--- config.mk ---
export PLATFORM = sky130hd
export DESIGN_NAME = hififo_read_request
export DESIGN_NICKNAME = d
export VERILOG_FILES = /design/src/rtl/hififo_read_request.sv
export SDC_FILE = /design/constraint.sdc
export NUM_CORES = 1
export LEC_CHECK = 0
export ABC_AREA = 0
export CORE_MARGIN = 1
export CORE_UTILIZATION = 40
export CTS_BUF_LIST = sky130_fd_sc_hd__clkbuf_4 sky130_fd_sc_hd__clkbuf_8
export DETAILED_ROUTE_END_ITERATION = 16
export HOLD_SLACK_MARGIN = 0.02
export PLACE_DENSITY = 0.67
export SLEW_MARGIN = 20
export SYNTH_ARGS = -nofsm -noshare
export SYNTH_HDL_FRONTEND = slang
export SYNTH_SLANG_ARGS = --single-unit
--- constraint.sdc ---
create_clock -name clock -period 10.5 [get_ports clock]
set_clock_uncertainty 0.2 [all_clocks]
set_input_delay 2.1 -clock clock [delete_from_list [all_inputs] [get_ports clock]]
set_output_delay 2.1 -clock clock [all_outputs]
set_load 0.02 [all_outputs]
--- src/rtl/hififo_read_request.sv ---
//------------------------------------------------------------------------------
// Module   : hififo_read_request
// Purpose  : Turns descriptor units into tagged PCIe memory read requests,
//            with a tag pool and receive-FIFO credit accounting.
// Revision : 1.0 - initial release
//------------------------------------------------------------------------------
`default_nettype none

module hififo_read_request #(
  parameter int BS      = 7,
  parameter int AMSB    = 63,
  parameter int TBITS   = 5,
  parameter int CMSB    = 9,
  parameter int CREDITS = 512
) (
  input  logic             clock,
  input  logic             reset_n,
  input  logic             abort,
  input  logic [AMSB:0]    req_addr,
  input  logic             req_valid,
  output logic             req_ack,
  output logic             rr_valid,
  output logic [AMSB:0]    rr_addr,
  output logic [TBITS-1:0] rr_tag,
  input  logic             rr_ready,
  input  logic             rc_valid,
  input  logic             rc_last,
  input  logic [TBITS-1:0] rc_tag,
  input  logic             credit_return,
  output logic [TBITS:0]   outstanding,
  output logic             idle,
  output logic             error
);

  localparam int              NTAGS      = 1 << TBITS;
  localparam logic [CMSB:0]   CREDIT_MAX = (CMSB + 1)'(CREDITS);

  logic [NTAGS-1:0] busy;
  logic [NTAGS-1:0] busy_next;
  logic [TBITS:0]   count_next;
  logic [CMSB:0]    credit;
  logic [TBITS-1:0] free_tag;
  logic             tag_avail;
  logic             free_hit;
  logic             free_bad;
  logic             credit_overflow;
  logic             unused_addr_lsbs;

  assign unused_addr_lsbs = ^req_addr[BS-1:0];

  assign tag_avail = ~&busy;

  // Lowest-index free tag, taken from the mask before this cycle's frees.
  always_comb begin
    free_tag = '0;
    for (int i = NTAGS - 1; i >= 0; i--) begin
      if (!busy[i]) free_tag = TBITS'(i);
    end
  end

  assign req_ack = reset_n & req_valid & ~abort & tag_avail & (credit != '0)
                 & (~rr_valid | rr_ready);

  assign free_hit        = rc_valid & rc_last;
  assign free_bad        = free_hit & ~busy[rc_tag];
  assign credit_overflow = credit_return & ~req_ack & (credit == CREDIT_MAX);

  always_comb begin
    busy_next = busy;
    if (free_hit) busy_next[rc_tag] = 1'b0;
    if (req_ack)  busy_next[free_tag] = 1'b1;
    count_next = '0;
    for (int i = 0; i < NTAGS; i++) begin
      count_next = count_next + (TBITS + 1)'(busy_next[i]);
    end
  end

  always_ff @(posedge clock or negedge reset_n) begin
    if (!reset_n) begin
      rr_valid <= 1'b0;
      rr_addr  <= '0;
      rr_tag   <= '0;
    end else if (req_ack) begin
      rr_valid <= 1'b1;
      rr_addr  <= {req_addr[AMSB:BS], {BS{1'b0}}};
      rr_tag   <= free_tag;
    end else if (rr_ready) begin
      rr_valid <= 1'b0;
    end
  end

  always_ff @(posedge clock or negedge reset_n) begin
    if (!reset_n) begin
      busy        <= '0;
      outstanding <= '0;
    end else begin
      busy        <= busy_next;
      outstanding <= count_next;
    end
  end

  // Simultaneous ack and return cancel; a return at full capacity is dropped.
  always_ff @(posedge clock or negedge reset_n) begin
    if (!reset_n) begin
      credit <= CREDIT_MAX;
    end else begin
      case ({req_ack, credit_return})
        2'b10:   credit <= credit - 1'b1;
        2'b01:   if (credit != CREDIT_MAX) credit <= credit + 1'b1;
        default: credit <= credit;
      endcase
    end
  end

  always_ff @(posedge clock or negedge reset_n) begin
    if (!reset_n) error <= 1'b0;
    else          error <= error | free_bad | credit_overflow;
  end

  assign idle = (outstanding == '0) & ~rr_valid;

endmodule

`default_nettype wire

==> summary.txt, run 1 <==
fresh numbers from the pnr run: FF-to-FF path depth=21, CP endpoint kind=flop, Max Freq=118 MHz, CTS Buffer Depth=2, CTS-repair resized insts=0, input/output buffers=around 140, reg2reg end=outstanding[4], post-synthesis instance total=677, Final Cycle Share=80.9%, Gate power share=45.0%, main flop type=dfrtp_1, yosys stat chip area=0.00638 sq mm, OpenROAD warning count=33, IO Pins=156, ANT nets after route=0, Layout Cells excl Fill=~1k, Worst Setup Start Kind=input port, vias in the first global route=5,358, fp util=41.5%, syn_area_per_cell=between 9 and 10 sq um, Top Layout Cells=nand2_1 (196), clkdlybuf4s50_1 (140), dfrtp_1 (111), logic area=0.00331 sq mm, Clk pin slew, worst setup/hold paths=0.10 ns, yosys warns=0, grt total ovfl=0, ys cells=677, die width=roughly 130 um, ys async rst share=100%, drt drc=0, Tightest Pin Transition=0.989 ns, Power Density=192 mW/mm^2, Reg-to-Reg Start=busy[18], Worst-Skew Late Latency=roughly 0.38 ns, first-pass GRT wire length=27,100 um, Synth Seq Share=around 44%, final hold violations=0, run status=finished clean, minimum clock period after layout=~8.5 ns, setup_tns=0 ns, initial drt markers=roughly 460, cell area after synthesis=0.00638 sq mm, Psw=approximately 0.61 mW, largest net degree at the start of global routing=65, max cap viols=0, RSZ-0062 raised after global routing=false, placer congestion estimate=0.903, clk root buf=clkbuf_8, CTS H-tree lvls=3, cts-stage hold buffer count=0, crit path to=outstanding[4], R2R setup slack=3.59 ns, CP startpoint=reset_n, number of enable flip-flop cells=0, Switching Share=39.0%, Die Span Y=about 130 um, dpl hpwl=12,400 um, Required @ worst endpoint=10.57 ns, area delta synth->final=27.8%, postcts setup bufs=0, Final Max Tran Viols=0, DIE AREA=0.0165 sq mm, Via density=5.26, Final Setup Violations=0, # placed instances=between 1k and 1.5k, clock share of power=17.3%, Reg power frac=a little under two fifths
run 1: synth_stat cells, types with 3 or more instances:
library cell and count:
a2111oi_0 3, a21boi_0 3, a21o_1 5, a21oi_1 11, a31oi_1 4, and3_1 3
buf_1 8, buf_2 4, buf_4 7, clkbuf_1 11, dfrtp_1 111, fa_1 25
ha_1 15, inv_1 38, mux2_2 8, mux4_2 8, nand2_1 196, nand2b_1 8
nand3_1 9, nand3b_1 4, nand4_1 11, nor2_1 18, nor2b_1 5, nor4_1 4
o21a_1 25, o21ai_0 74, xnor2_1 8, xor2_1 3
run 1: cell type report:
type,instances,area share (%)
multi-input combinational,502,40.6
tap,211,3.24
timing repair buffer,143,17.5
sequential,112,34.4
clock buffer,10,1.61
inverter,39,1.80
clock inverter,6,0.921
run 1: worst min path at each step:
stage                           start           to  cells after the start
after global placement    rr_addr[12]  rr_addr[12]                      2
final                     rr_addr[45]  rr_addr[45]                      2
after detailed placement  rr_addr[55]  rr_addr[55]                      2
after floorplan             credit[4]    credit[4]                      1
after CTS                 rr_addr[40]  rr_addr[40]                      2
after global routing      rr_addr[38]  rr_addr[38]                      2
run 1: critical path: stages:
cell,delay [ns]
buf_4,0.48
and3b_1,0.31
nand2b_1,0.09
nand2b_1,0.20
nor4b_1,0.67
nand2_1,0.31
o21a_1,0.29
fa_1,0.47
fa_1,0.49
inv_1,0.05
fa_1,0.48
inv_1,0.05
fa_1,0.48
fa_1,0.53
fa_1,0.49
inv_1,0.07
ha_1,0.16
inv_1,0.06
fa_1,0.39
inv_1,0.08
a21o_1,0.11
a21oi_1,0.07
xnor2_1,0.12
run 1: state kept, by name, summed over array words and instances (netlist names):
register / flops
credit: 10
rr_tag: 5
rr_addr: 57
outstanding: 6
rr_valid: 1
busy: 32
error: 1
run 1: metrics by stage:
step | power (mW) | area (sq um) | utilization (%) | worst slack [ns]
after floorplan | 1.04 | 6400 | - | 2.93
after global placement | 1.28 | 7950 | 51.7 | 1.74
after detailed placement | 1.30 | 7950 | 51.7 | 1.65
after CTS | 1.57 | 8150 | 53.0 | 1.98
after global routing | 1.68 | 8150 | 53.0 | 1.65
final | 1.56 | 8150 | 53.0 | 2.00
run 1: cell families after synthesis:
group / Yosys count / synth area share (%)
buffers and inverters: 69 / 4.55
AND-OR/OR-AND: 145 / 14.2
other: 1 / 0.0588
flip-flops: 112 / 44.0
multiplexers: 18 / 4.55
XOR/XNOR: 11 / 1.51
AND/OR/NAND/NOR: 281 / 20.3
adder cells (fa/ha/maj): 40 / 10.8
run 1: metal layers:
| layer | vias to the layer above | part of all wire [%] | track usage (%) |
|---|---|---|---|
| li1 | 2549 | - | - |
| met1 | 2585 | 44 | 28.4 |
| met2 | 226 | 47 | 33.8 |
| met3 | 23 | 7.7 | 4.34 |
| met4 | 0 | 1.5 | 6.64 |
| met5 | - | 0 | 0 |
run 1: power by group through the flow:
stage	Sequential (mW)	Clock (mW)	Combinational, mW
2_1_floorplan	0.645	0	0.397
3_3_place_gp	0.594	0	0.690
3_5_place_dp	0.598	0	0.703
4_1_cts	0.590	0.277	0.708
5_1_grt	0.604	0.293	0.787
6_report	0.590	0.270	0.702
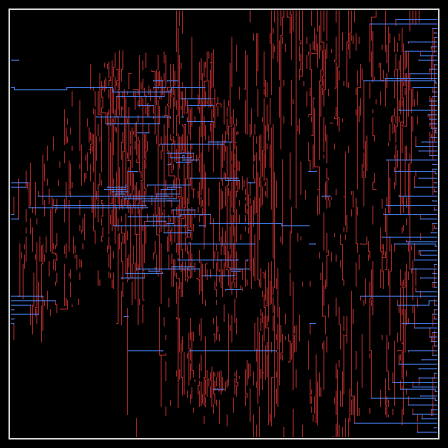
*Routed metal, one color a layer, run 1*
Two of the layers only.
| color | layer | wire length |
|---|---|---|
| blue | metal 3 | 1,270 um |
| red | metal 2 | 7,710 um |
Overall Global Routing Usage: 21.0%
DRT Wirelength: 16,500 um
vias: 5,383
WL/cell: 16.1 um

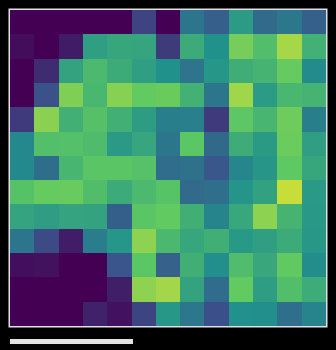
*Cell density map, run 1*
The bar under the picture is 50 um long. The die is cut into 13 by 13 equal tiles; dark purple is low, yellow is high, 0 to 100% covered.
mean over tiles: 48%
nearly empty tiles: 11%
fullest tile: 92%
final design utilization: 53.0%
CORE AREA: 0.0154 sq mm

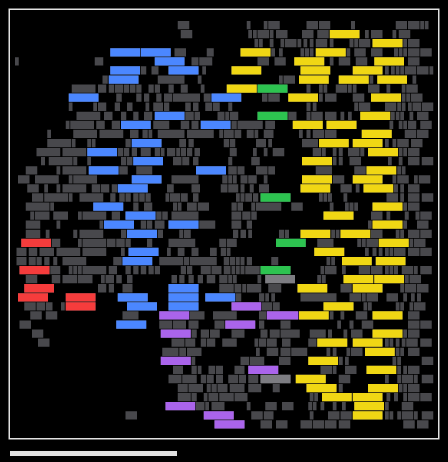
*Where the registers sit, run 1*
The bar under the picture is 50 um long. Other sequential cells in the stronger gray, the rest of the logic in the fainter gray.
| color | signal | sequential cells |
|---|---|---|
| blue | busy | 32 |
| red | outstanding | 6 |
| purple | credit | 10 |
| green | rr_tag | 5 |
| yellow | rr_addr | 57 |
not colored: 2
FF+latch area: 0.00280 sq mm
Seq/total area: 34.4%
Seq power: 0.590 mW

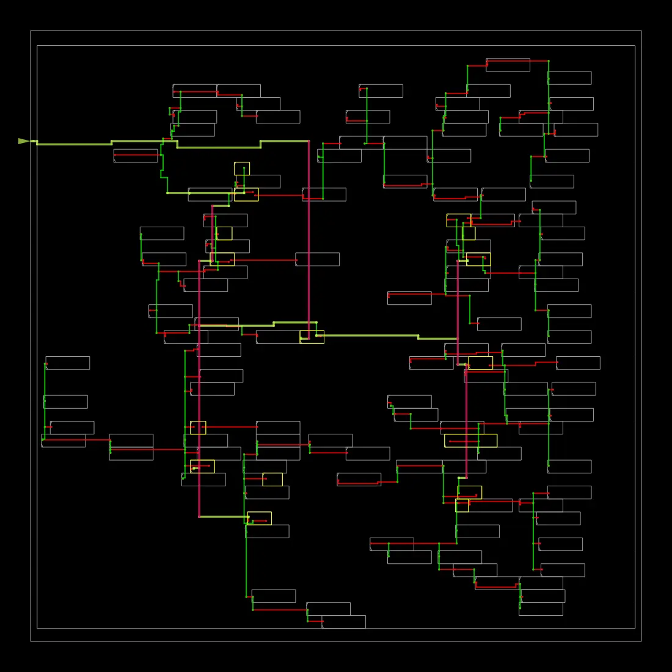
*Clock wiring as the flow saved it, run 1*
Clock Power: 0.270 mW
CTS buffer count: 9
clkbuf count: 10

==> inputs of run 2 (changes only) <==
==> constraint.sdc (replaced) <==
create_clock -name clock -period 8.4 [get_ports clock]
set_clock_uncertainty 0.2 [all_clocks]
set_input_delay 1.68 -clock clock [delete_from_list [all_inputs] [get_ports clock]]
set_output_delay 1.68 -clock clock [all_outputs]
set_load 0.02 [all_outputs]
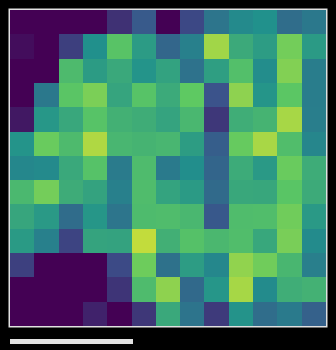
*Cell density map, run 2*
The bar under the picture is 50 um long. The die is cut into 13 by 13 equal tiles; dark purple is low, yellow is high, 0 to 100% covered.
emptiest ninth of the die: bottom left
mean over tiles: 48%
nearly empty tiles: 12%

==> run 2 against run 1 <==
Effect of this change: total power increased by 27%; non-clock buffer count increased by 6; synthesized cell count unchanged.
==> summary.txt, run 2 <==
fresh numbers from the pnr run: Overall Global Routing Usage=21.6% (was 21.0%), yosys stat chip area=0.00638 sq mm (unchanged), Synth Seq Share=44.0% (unchanged), count leader, synth=nand2_1 (unchanged), vias=5,429 (was 5,383), biggest registers after layout=rr_addr: 57 flops, busy: 32 flops, credit: 10 flops (unchanged), CP endpoint kind=flop (unchanged), yosys warns=0 (unchanged), CTS Buffer Depth=2 (unchanged), grt total ovfl=0 (unchanged), Final Setup Violations=0 (unchanged), area delta synth->final=28.8% (was 27.8%), max cap viols=0 (unchanged), main flop type=dfrtp_1 (unchanged), minimum clock period after layout=7.56 ns, Power Density=241 mW/mm^2 (was 192 mW/mm^2), CTS buffer count=9 (unchanged), first-pass GRT wire length=27,300 um (was 27,100 um), final design utilization=53.4% (was 53.0%), Max Freq=132 MHz, OpenROAD warning count=33 (unchanged), dpl cell area=0.00799 sq mm (was 0.00795 sq mm), setup_tns=0 ns (unchanged), run status=finished clean (unchanged), IO Pins=156 (unchanged), placer congestion estimate=0.910 (was 0.903), drt drc=0 (unchanged), CORE AREA=0.0154 sq mm (unchanged), DIE AREA=0.0165 sq mm (unchanged), CTS-repair resized insts=0 (unchanged), total power=1.98 mW (was 1.56 mW), cts-stage hold buffer count=0 (unchanged), Final Cycle Share=90.0%, Final Instance Area=0.00822 sq mm (was 0.00815 sq mm), ys async rst share=100% (unchanged), Final Max Tran Viols=0 (unchanged), Worst-Skew Late Latency=0.39 ns (was 0.38 ns), Via density=5.28 (was 5.26), logic area=0.00331 sq mm (unchanged), number of enable flip-flop cells=0 (unchanged), final hold violations=0 (unchanged), syn_area_per_cell=9.42 sq um (unchanged), postcts setup bufs=0 (unchanged), Die Span Y=128 um (unchanged), vias in the first global route=5,375 (was 5,358), Largest Register=rr_addr (unchanged), ANT nets after route=0 (unchanged), max reg flops=57 (unchanged), post-synthesis instance total=677 (unchanged), FF+latch area=0.00280 sq mm (unchanged), largest net degree at the start of global routing=65 (unchanged), # placed instances=1,013 (was 1,007), fp util=41.5% (unchanged)
run 2: cells by family (layout without fill, tap and decap cells):
logic type / after synthesis / after routing / synth area share (%)
flip-flops: 112 / 112 / 44.0
multiplexers: 18 / 18 / 4.55
AND/OR/NAND/NOR: 281 / 281 / 20.3
other: 1 / 7 / 0.0588
buffers and inverters: 69 / 204 / 4.55
adder cells (fa/ha/maj): 40 / 40 / 10.8
AND-OR/OR-AND: 145 / 145 / 14.2
XOR/XNOR: 11 / 11 / 1.51
run 2: per-layer routing:
layer	routed length [um]	GRT usage [%]	part of all wire, %
met3	1130	3.71	6.6
met1	7570	28.5	44
met2	8170	35.7	48
met5	0	0	0
met4	309	7.68	1.8
run 2: layout make-up:
type / instances / share of cell area, %
multi-input combinational: 502 / 40.3
sequential: 112 / 34.1
timing repair buffer: 149 / 17.9
tap: 211 / 3.21
inverter: 39 / 1.78
clock buffer: 9 / 1.51
clock inverter: 7 / 1.23
run 2: worst paths after layout:
kind	from	to	slack, ns	cells past startpoint
worst max-delay path	req_valid	outstanding[4]	0.84	24
worst min-delay path	rr_addr[55]	rr_addr[55]	0.28	2
worst max register to register	busy[18]	outstanding[4]	1.47	21
worst min register to register	rr_addr[55]	rr_addr[55]	0.28	2
max in group asynchronous	reset_n	credit[2]	5.57	3
min in group asynchronous	reset_n	rr_tag[1]	1.24	2
run 2: power by group:
group	internal, mW	switching [mW]
sequential	0.649	0.0920
combinational	0.395	0.479
clock	0.172	0.194
run 2: worst max-delay path: stages:
cell             delay (ns)
clkdlybuf4s50_1        0.45
and3b_1                0.20
nand2b_1               0.08
nand2b_1               0.21
nor4b_1                0.34
buf_4                  0.18
nand2_1                0.15
o21a_1                 0.28
fa_1                   0.47
fa_1                   0.49
inv_1                  0.05
fa_1                   0.47
inv_1                  0.05
fa_1                   0.47
fa_1                   0.53
fa_1                   0.50
inv_1                  0.07
ha_1                   0.15
inv_1                  0.06
fa_1                   0.39
inv_1                  0.07
a21o_1                 0.10
a21oi_1                0.07
xnor2_1                0.13
Power figures rest on the tool's default switching activity, not on a simulated workload.
